Fig. 1: run 1, routing congestion
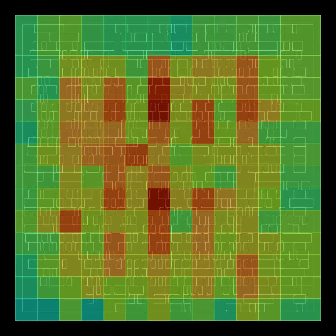
Fig. 2: run 1, register map, names as in the netlist
(4 px per um)
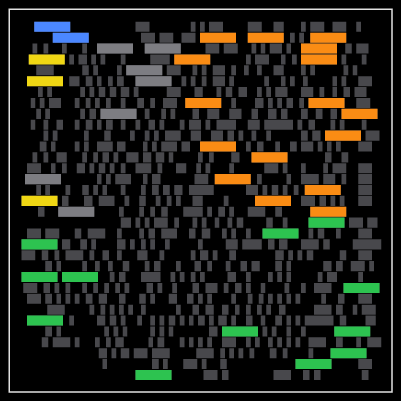
Fig. 3: run 1, wiring by layer
(4 px per um)
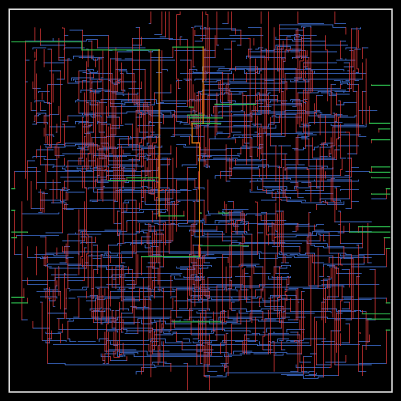
`config.mk`:
```
export PLATFORM = sky130hd
export DESIGN_NAME = ramp_step_decoder
export DESIGN_NICKNAME = d
export VERILOG_FILES = /design/src/rtl/ramp_step_decoder.sv
export SDC_FILE = /design/constraint.sdc
export NUM_CORES = 1
export LEC_CHECK = 0
export ABC_AREA = 1
export CAP_MARGIN = 5
export CELL_PAD_IN_SITES_DETAIL_PLACEMENT = 1
export CELL_PAD_IN_SITES_GLOBAL_PLACEMENT = 1
export CORE_MARGIN = 2
export CORE_UTILIZATION = 40
export CTS_CLUSTER_DIAMETER = 120
export DETAILED_ROUTE_END_ITERATION = 7
export PLACE_DENSITY_LB_ADDON = 0.1
export REMOVE_ABC_BUFFERS = 1
export SLEW_MARGIN = 30
export SYNTH_ARGS = -nofsm -noshare
export SYNTH_HDL_FRONTEND = slang
export SYNTH_SLANG_ARGS = --single-unit
```
`constraint.sdc`:
```
create_clock -name clk -period 3.73 [get_ports clk]
set_clock_uncertainty 0.1 [all_clocks]
set_input_delay 0.373 -clock clk [delete_from_list [all_inputs] [get_ports clk]]
set_output_delay 0.373 -clock clk [all_outputs]
set_load 0.05 [all_outputs]
```
`src/rtl/ramp_step_decoder.sv`:
```
// Receive-side decoder for the ramp pattern generator.
// Recovers the step code (+1 / +16 / +1290) from consecutive 12-bit samples,
// locks onto a repeating step size, and reports step errors, wrap-around and
// a saturating count of steps accepted while locked.
//
// Handshake: a sample is consumed on every rising edge where dec_enb and
// sample_vld are both high. There is no back-pressure. All outputs are
// registered, so the response to a sample appears one clock later.
// dec_enb low takes priority over sample_vld and returns the block to IDLE.
module ramp_step_decoder #(
  parameter int WIDTH    = 12,
  parameter int LOCK_CNT = 4,
  parameter int ERR_MAX  = 2
) (
  input  logic             clk,
  input  logic             rst,
  input  logic             dec_enb,
  input  logic             sample_vld,
  input  logic [WIDTH-1:0] sample,
  output logic [1:0]       y_out,
  output logic             delta_out,
  output logic             locked,
  output logic             step_err,
  output logic             wrap,
  output logic [15:0]      step_cnt,
  output logic [1:0]       state_dbg
);

  typedef enum logic [1:0] {
    IDLE    = 2'd0,
    FIRST   = 2'd1,
    ACQUIRE = 2'd2,
    LOCKED  = 2'd3
  } state_t;

  localparam int AW = $clog2(LOCK_CNT + 1);
  localparam int EW = $clog2(ERR_MAX + 1);

  state_t           state_q, state_d;
  logic [WIDTH-1:0] prev_q, prev_d;
  logic [1:0]       cand_q, cand_d;
  logic [AW-1:0]    acq_q, acq_d;
  logic [EW-1:0]    err_q, err_d;
  logic [15:0]      cnt_q, cnt_d;
  logic             delta_q, delta_d;
  logic             serr_q, serr_d;
  logic             wrap_q, wrap_d;

  logic [WIDTH-1:0] diff;
  logic [1:0]       code;
  logic             is_hold;
  logic             is_bad;
  logic             is_restart;
  logic             is_wrap;

  // Classify the incoming sample against the previous one (modulo 2**WIDTH).
  // A hold that lands on zero implies prev was already zero, so an encoder
  // disable only shows up as a bad step landing on zero.
  always_comb begin
    diff       = sample - prev_q;
    code       = 2'b00;
    if (diff == WIDTH'(1))         code = 2'b01;
    else if (diff == WIDTH'(16))   code = 2'b10;
    else if (diff == WIDTH'(1290)) code = 2'b11;
    is_hold    = (diff == '0);
    is_bad     = (code == 2'b00) && !is_hold;
    is_restart = (sample == '0) && is_bad;
    is_wrap    = (code != 2'b00) && (sample < prev_q);
  end

  // Next-state and next-output logic for the decoder FSM.
  always_comb begin
    state_d = state_q;
    prev_d  = prev_q;
    cand_d  = cand_q;
    acq_d   = acq_q;
    err_d   = err_q;
    cnt_d   = cnt_q;
    delta_d = 1'b0;
    serr_d  = 1'b0;
    wrap_d  = 1'b0;
    if (!dec_enb) begin
      state_d = IDLE;
      prev_d  = '0;
      cand_d  = 2'b00;
      acq_d   = '0;
      err_d   = '0;
      cnt_d   = '0;
    end else begin
      case (state_q)
        IDLE: state_d = FIRST;
        FIRST: begin
          if (sample_vld) begin
            prev_d  = sample;
            state_d = ACQUIRE;
          end
        end
        ACQUIRE: begin
          if (sample_vld) begin
            prev_d = sample;
            if (is_restart) begin
              cand_d = 2'b00;
              acq_d  = '0;
              err_d  = '0;
            end else if (code != 2'b00) begin
              delta_d = 1'b1;
              wrap_d  = is_wrap;
              cand_d  = code;
              if (code == cand_q) acq_d = acq_q + AW'(1);
              else                acq_d = AW'(1);
              if (acq_d == AW'(LOCK_CNT)) begin
                state_d = LOCKED;
                err_d   = '0;
              end
            end else if (is_bad) begin
              acq_d = '0;
            end
          end
        end
        LOCKED: begin
          if (sample_vld) begin
            prev_d = sample;
            if (is_restart) begin
              state_d = ACQUIRE;
              cand_d  = 2'b00;
              acq_d   = '0;
              err_d   = '0;
            end else if (!is_hold) begin
              if (code == cand_q) begin
                delta_d = 1'b1;
                wrap_d  = is_wrap;
                err_d   = '0;
                if (cnt_q != 16'hFFFF) cnt_d = cnt_q + 16'd1;
              end else begin
                serr_d = 1'b1;
                wrap_d = is_wrap;
                if (err_q == EW'(ERR_MAX - 1)) begin
                  state_d = ACQUIRE;
                  acq_d   = '0;
                  err_d   = '0;
                end else begin
                  err_d = err_q + EW'(1);
                end
              end
            end
          end
        end
        default: state_d = IDLE;
      endcase
    end
  end

  // State and output registers, cleared asynchronously by rst low.
  always_ff @(posedge clk or negedge rst) begin
    if (!rst) begin
      state_q <= IDLE;
      prev_q  <= '0;
      cand_q  <= 2'b00;
      acq_q   <= '0;
      err_q   <= '0;
      cnt_q   <= '0;
      delta_q <= 1'b0;
      serr_q  <= 1'b0;
      wrap_q  <= 1'b0;
    end else begin
      state_q <= state_d;
      prev_q  <= prev_d;
      cand_q  <= cand_d;
      acq_q   <= acq_d;
      err_q   <= err_d;
      cnt_q   <= cnt_d;
      delta_q <= delta_d;
      serr_q  <= serr_d;
      wrap_q  <= wrap_d;
    end
  end

  assign y_out     = cand_q;
  assign delta_out = delta_q;
  assign locked    = (state_q == LOCKED);
  assign step_err  = serr_q;
  assign wrap      = wrap_q;
  assign step_cnt  = cnt_q;
  assign state_dbg = state_q;

endmodule

```
==> metrics.cfg, run 1 <==
[setup_path]
endpoint_kind=flip-flop
slowest_delay_ns=0.51
reg2reg_depth=21

[power]
seq_cell_power_mw=0.511
p_clk_share_pct=17.9
ir_worst_vdd_uv=189
leakage_nw=2.00

[timing]
rsz0062_at_grt=no
fmax_mhz=289

[run]
log.warning_count=25

[run_status]
status=finished, final reports clean

[floorplan]
io_pins=40
fp.coreArea_um2=8130

[layout]
instances_no_fill=672
largest_register_ffs=16
seq_cells=40
drive_gt1_share_pct=9.88

[global_route]
overflow=0
grt_util_met1_pct=32.1

[detailed_routing]
route.met3.wl_um=227
detail_route.first_pass.iterations=4

[cts]
clock_latency_ns=0.31
cts_tree=yes

[synthesis]
yosys_cells=516

Notes on Fig. 1 above:
grt peak-use layer: met2
Tot GR Track Use: 23.6%
WL/cell: 14.8 um
met2 GRT Util: 40.1%
M3 GR Usage: 2.85%

Notes on Fig. 2 above:
legend:
  `prev_q`:
    color: green
    flops: 12
  `acq_q`:
    color: yellow
    flops: 3
  `err_q`:
    color: blue
    flops: 2
  `step_cnt`:
    color: orange
    flops: 16
not colored: 7
Seq/total area: 24.9%
Util after Layout: 49.5%

Notes on Fig. 3 above:
legend:
  met2:
    color: red
    wire_length: 4,780 um
  met4:
    color: orange
    wire_length: 95.7 um
  met3:
    color: green
    wire_length: 227 um
  met1:
    color: blue
    wire_length: 4,880 um
drt total wl: 9980 um
Vias: 3,456

run 1: cell usage after synthesis:
| cell | number |
|---|---|
| a2111oi_0 | 1 |
| a211oi_1 | 1 |
| a21oi_1 | 6 |
| a21oi_2 | 1 |
| a31oi_1 | 1 |
| a41oi_1 | 1 |
| and2_1 | 1 |
| buf_2 | 2 |
| buf_6 | 2 |
| clkbuf_1 | 3 |
| clkinv_1 | 1 |
| dfrtp_1 | 40 |
| fa_1 | 1 |
| ha_1 | 14 |
| inv_1 | 71 |
| inv_2 | 6 |
| nand2_1 | 163 |
| nand2_2 | 7 |
| nand2_4 | 3 |
| nand3_1 | 55 |
| nand3_2 | 5 |
| nand3_4 | 1 |
| nand3b_1 | 1 |
| nand4_1 | 12 |
| nor2_1 | 51 |
| nor2_2 | 8 |
| nor2_4 | 2 |
| nor3_1 | 11 |
| nor4_1 | 4 |
| o21ai_0 | 19 |
| o21ai_1 | 4 |
| or2_2 | 2 |
| xnor2_1 | 2 |
| xor2_1 | 14 |
run 1: path summary, 6_finish.rpt:
| path | end | from | slack, ns |
|---|---|---|---|
| max reg2reg | acq_q[0] | prev_q[0] | 0.51 |
| min in group asynchronous | prev_q[2] | rst | 0.43 |
| max | acq_q[0] | sample[0] | 0.27 |
| min reg2reg | err_q[1] | err_q[1] | 0.38 |
| max in group asynchronous | step_err | rst | 2.62 |
| min | err_q[1] | err_q[1] | 0.38 |
run 1: through the flow:
stage / power, mW / area, um2
6_report: 1.66 / 4030
5_1_grt: 1.81 / 4030
4_1_cts: 1.67 / 3990
3_5_place_dp: 1.36 / 3890
3_3_place_gp: 1.33 / 3870
2_1_floorplan: 1.11 / 3290
run 1: repair_timing:
action                                 CTS  global route
gates resized                            0             4
setup endpoints to repair                0            17
buffers inserted                         0             3
hold buffers                             1             0
endpoints found under the hold margin   13             0
==> run 2, diff against run 1 <==
RECOVER_POWER = 50   (was unset)
SKIP_CTS_REPAIR_TIMING = 1   (was unset)
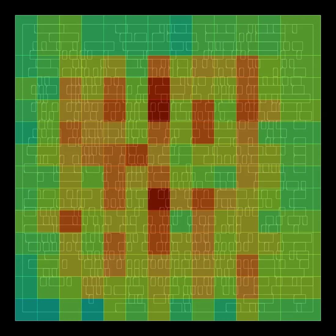
Fig. 4. Routing congestion (run 2).
met2 GRT Util: 40.0%
Tot GR Track Use: 23.6%
met1 Use GR: 32.3%

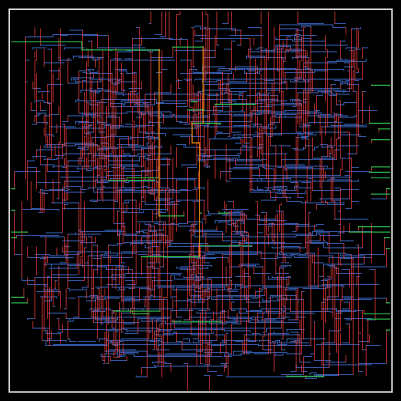
Fig. 5. Wiring by layer (run 2).
(4 px per um)
legend:
  met1:
    color: blue
    wire_length: 4,850 um
  met4:
    color: orange
    wire_length: 95.7 um
  met3:
    color: green
    wire_length: 245 um
  met2:
    color: red
    wire_length: 4,800 um
WL/cell: 14.9 um
Vias: 3,459

==> metrics.cfg, run 2 <==
[power]
p_clk_share_pct=18.0  ; about the same
leakage_nw=1.99  ; -0.54%
power_mw=1.66  ; -0.15%
ir_worst_vdd_uv=190  ; +0.20%
swShare_pct=47.0

[cts]
htree_levels=2
cts_tree=yes
root_buffer=clkbuf_8
clock_latency_ns=0.31  ; about the same

[floorplan]
fp.coreArea_um2=8130  ; unchanged

[layout]
instances_no_fill=672  ; unchanged
final_core_util_pct=49.2  ; -0.31 points
finalInstanceArea_um2=4000  ; -0.62%
final_nets=598
drive_gt1_share_pct=9.17  ; -0.71 points

[run]
drv_cap=1
log.warning_count=25  ; unchanged

[synthesis]
synth_area_per_cell_um2=6.46
synthFlopType=dfrtp_1
async_reset_ff_share_pct=100  ; unchanged
yosys_cells=516  ; unchanged
edf_count=0  ; unchanged
synth-seq-area-share_pct=30.0
synth.most_common_cell=nand2_1
synthTopCellsByCount=163 x nand2_1, 71 x inv_1, 55 x nand3_1, 51 x nor2_1, 40 x dfrtp_1

[setup_path]
arrival_ns=3.56
slowest_delay_ns=0.51  ; about the same
critical_path_buf_inv_count=3
endpoint_kind=flip-flop
cp_top_family=simple AND/OR/NAND/NOR gates

[global_route]
overflow=0  ; unchanged

[place]
placed_cell_area_um2=3890  ; unchanged
dp_hpwl_um=7900

[run_status]
violations=capacitance limit, slew limit
status=finished with violations

[timing]
drv_slew=28
rsz0062_at_grt=no
layout_setup_ws_ns=0.263
setup_tns_ns=0

[detailed_routing]
detail_route.first_pass.iterations=4  ; unchanged

-- run 2: cell counts after synthesis --
No cell type changed its count.
-- run 2: final cells by class --
type	count	area, um2
fill	1130	4130
multi-input combinational	391	2020
sequential	40	1000
timing repair buffer	51	478
inverter	78	293
tap	105	131
clock buffer	5	68.8
clock inverter	2	12.5
-- run 2: power by group through the flow --
stage | clock, mW | combinational [mW] | sequential (mW)
4_1_cts | 0.310 | 0.849 | 0.511
5_1_grt | 0.326 | 0.960 | 0.519
3_5_place_dp | 0 | 0.845 | 0.520
2_1_floorplan | 0 | 0.546 | 0.566
3_3_place_gp | 0 | 0.811 | 0.518
6_report | 0.299 | 0.848 | 0.511
-- run 2: cells by family after synthesis --
logic type	after synthesis	synth area share, %
AOI/OAI and AO/OA	34	5.55
xor gates and xnor gates	16	4.20
adders and majority gates	15	5.85
buffers and inverters	85	10.1
DFF	40	30.0
and+or+nand+nor	326	44.3
-- run 2: worst register-to-register path: cells and delay by family, from the launching register on --
kind / cells / cell delay [ns]
buf+inv: 1 / 0.11
flops: 1 / 0.40
simple gates: 18 / 1.89
fa+ha+maj: 2 / 0.62
-- run 2: routing by layer --
layer  global-route usage (%)  wire length, um
met5                        0                0
met3                     2.85              244
met2                     40.0             4800
met1                     32.3             4850
met4                     5.19               95
-- run 2: path summary, 6_finish.rpt --
kind / start / endpoint / slack [ns] / cells after the start
setup / recovery: sample[0] / acq_q[0] / 0.26 / 23
hold / removal: err_q[1] / err_q[1] / 0.38 / 2
setup reg to reg: prev_q[0] / acq_q[0] / 0.51 / 21
hold reg to reg: err_q[1] / err_q[1] / 0.38 / 2
max in group asynchronous: rst / step_err / 1.05 / 3
min in group asynchronous: rst / prev_q[2] / 0.60 / 2
==> run 3, diff against run 2 <==
ABC_CLOCK_PERIOD_IN_PS = 3730   (was unset)
CORE_UTILIZATION = 45   (was 40)
DONT_BUFFER_PORTS = 1   (was unset)
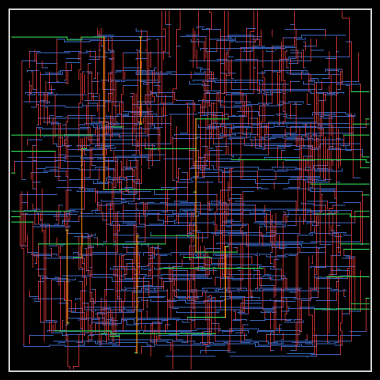
Fig. 6. Wiring by layer (run 3).
(4 px per um)
drt total wl: 9520 um
Tot GR Track Use: 24.7%
WL/cell: 15.4 um
Vias: 3,279

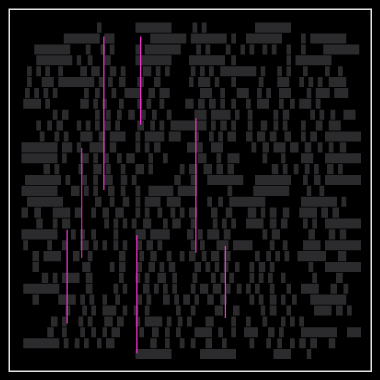
Fig. 7. Metal 4 (run 3).
(4 px per um)
wire length on this layer: 190 um
share of all routed wire: 2.0%

==> metrics.cfg, run 3 <==
[cts]
root_buffer=clkbuf_8
htree_levels=2  ; unchanged
cts_tree=yes

[setup_path]
slowest_delay_ns=0.40  ; -0.11 ns
critical_path_buf_inv_count=2  ; -1
startpoint=prev_q[0]
endpoint_kind=flip-flop
cp_top_family=simple AND/OR/NAND/NOR gates
r2r-start=prev_q[0]

[synthesis]
synthFlopType=dfrtp_1
synthTopCellsByCount=163 x nand2_1, 71 x inv_1, 55 x nand3_1, 51 x nor2_1, 40 x dfrtp_1
edf_count=0  ; unchanged
async_reset_ff_share_pct=100  ; unchanged
synth.most_common_cell=nand2_1
synth-seq-area-share_pct=30.0  ; unchanged
synth_area_per_cell_um2=6.46  ; unchanged
yosys_cells=516  ; unchanged

[layout]
instances_no_fill=618  ; -8.0%
drive_gt1_share_pct=8.29  ; -0.89 points
final_core_util_pct=48.8  ; -0.41 points

[power]
p_clk_share_pct=18.9  ; +0.9 points
powerClk_mw=0.299  ; about the same
leakage_nw=1.80  ; -9.6%
swShare_pct=47.9  ; +0.88 points
power_mw=1.59  ; -4.4%
maxPowerGroup=combinational cells
ir_worst_vdd_uv=194  ; +2.5%
pwr.group.combinational_mw=0.718  ; -15%

[timing]
layout_setup_ws_ns=0.314  ; +0.0518 ns
rsz0062_at_grt=no
drv_slew=41  ; +46%
setup_tns_ns=0  ; unchanged

[place]
placed_cell_area_um2=3420  ; -12%
dp_hpwl_um=7500  ; -5.1%

[run]
drv_cap=1  ; unchanged

[run_status]
violations=capacitance limit, slew limit
status=finished with violations

[min_path]
min_from=dec_enb

[run 3: cell counts after synthesis]
No cell type changed its count.
[run 3: cells by family after synthesis]
| family | share of synthesized area, % |
|---|---|
| buf+inv | 10.1 |
| compound gates | 5.55 |
| flops | 30.0 |
| xor+xnor | 4.20 |
| fa+ha+maj | 5.85 |
| simple gates | 44.3 |
[run 3: layer usage]
metal / up-vias / track usage (%) / wire [um]
li1: 1641 / - / -
met2: 61 / 40.9 / 4420
met3: 17 / 4.27 / 393
met1: 1560 / 33.4 / 4510
met5: - / 0 / 0
met4: 0 / 7.18 / 190
[run 3: cell type report]
cell class,instances,area (um2)
Clock buffer,5,68.8
Clock inverter,2,12.5
Fill cell,1030,3700
Inverter,78,293
Multi-Input combinational cell,391,2000
Sequential cell,40,1000
Tap cell,99,124
Timing Repair Buffer,3,21.3
[run 3: worst paths after layout]
path | slack (ns) | cells past startpoint | end
max | 0.31 | 21 | step_cnt[1]
min | 0.1 | 2 | step_cnt[0]
max reg2reg | 0.31 | 21 | step_cnt[1]
min reg2reg | 0.37 | 2 | err_q[1]
max in group asynchronous | 1.06 | 2 | state_dbg[0]
min in group asynchronous | 1.19 | 2 | prev_q[6]
[run 3: worst reg2reg max path: stages (launching register included)]
cell,delay (ns)
dfrtp_1,0.40
ha_1,0.22
fa_1,0.38
inv_1,0.08
nand2_1,0.06
nand2_1,0.08
and2_1,0.15
nand2_1,0.11
nand2_1,0.11
nand2_1,0.06
nand2_1,0.07
nand2_1,0.09
nor2_4,0.16
nand2_1,0.10
nand3_1,0.11
nand4_1,0.21
nor2_4,0.21
nand2_2,0.09
nand2_4,0.21
inv_2,0.15
nand2_1,0.08
nand2_1,0.07

==> screenshots <==
Clock network drawn from the DEF.
(3 px per um)
panel A
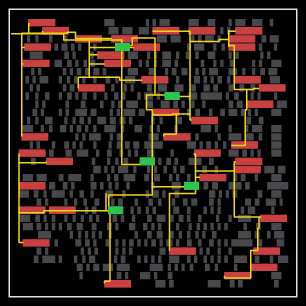
panel B
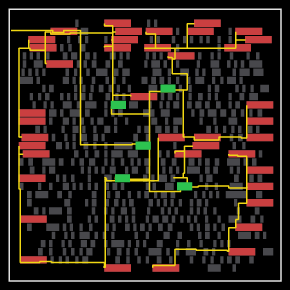
- panel B = run 3
- panel A = run 1

Key to panel B:
legend:
  cells driving clock nets:
    color: green
    count: 5
  flip-flops:
    color: red
    count: 40
  clock wires:
    color: yellow
    length: 682 um
flops lie: widely spread

Power figures rest on the tool's default switching activity, not on a simulated workload.
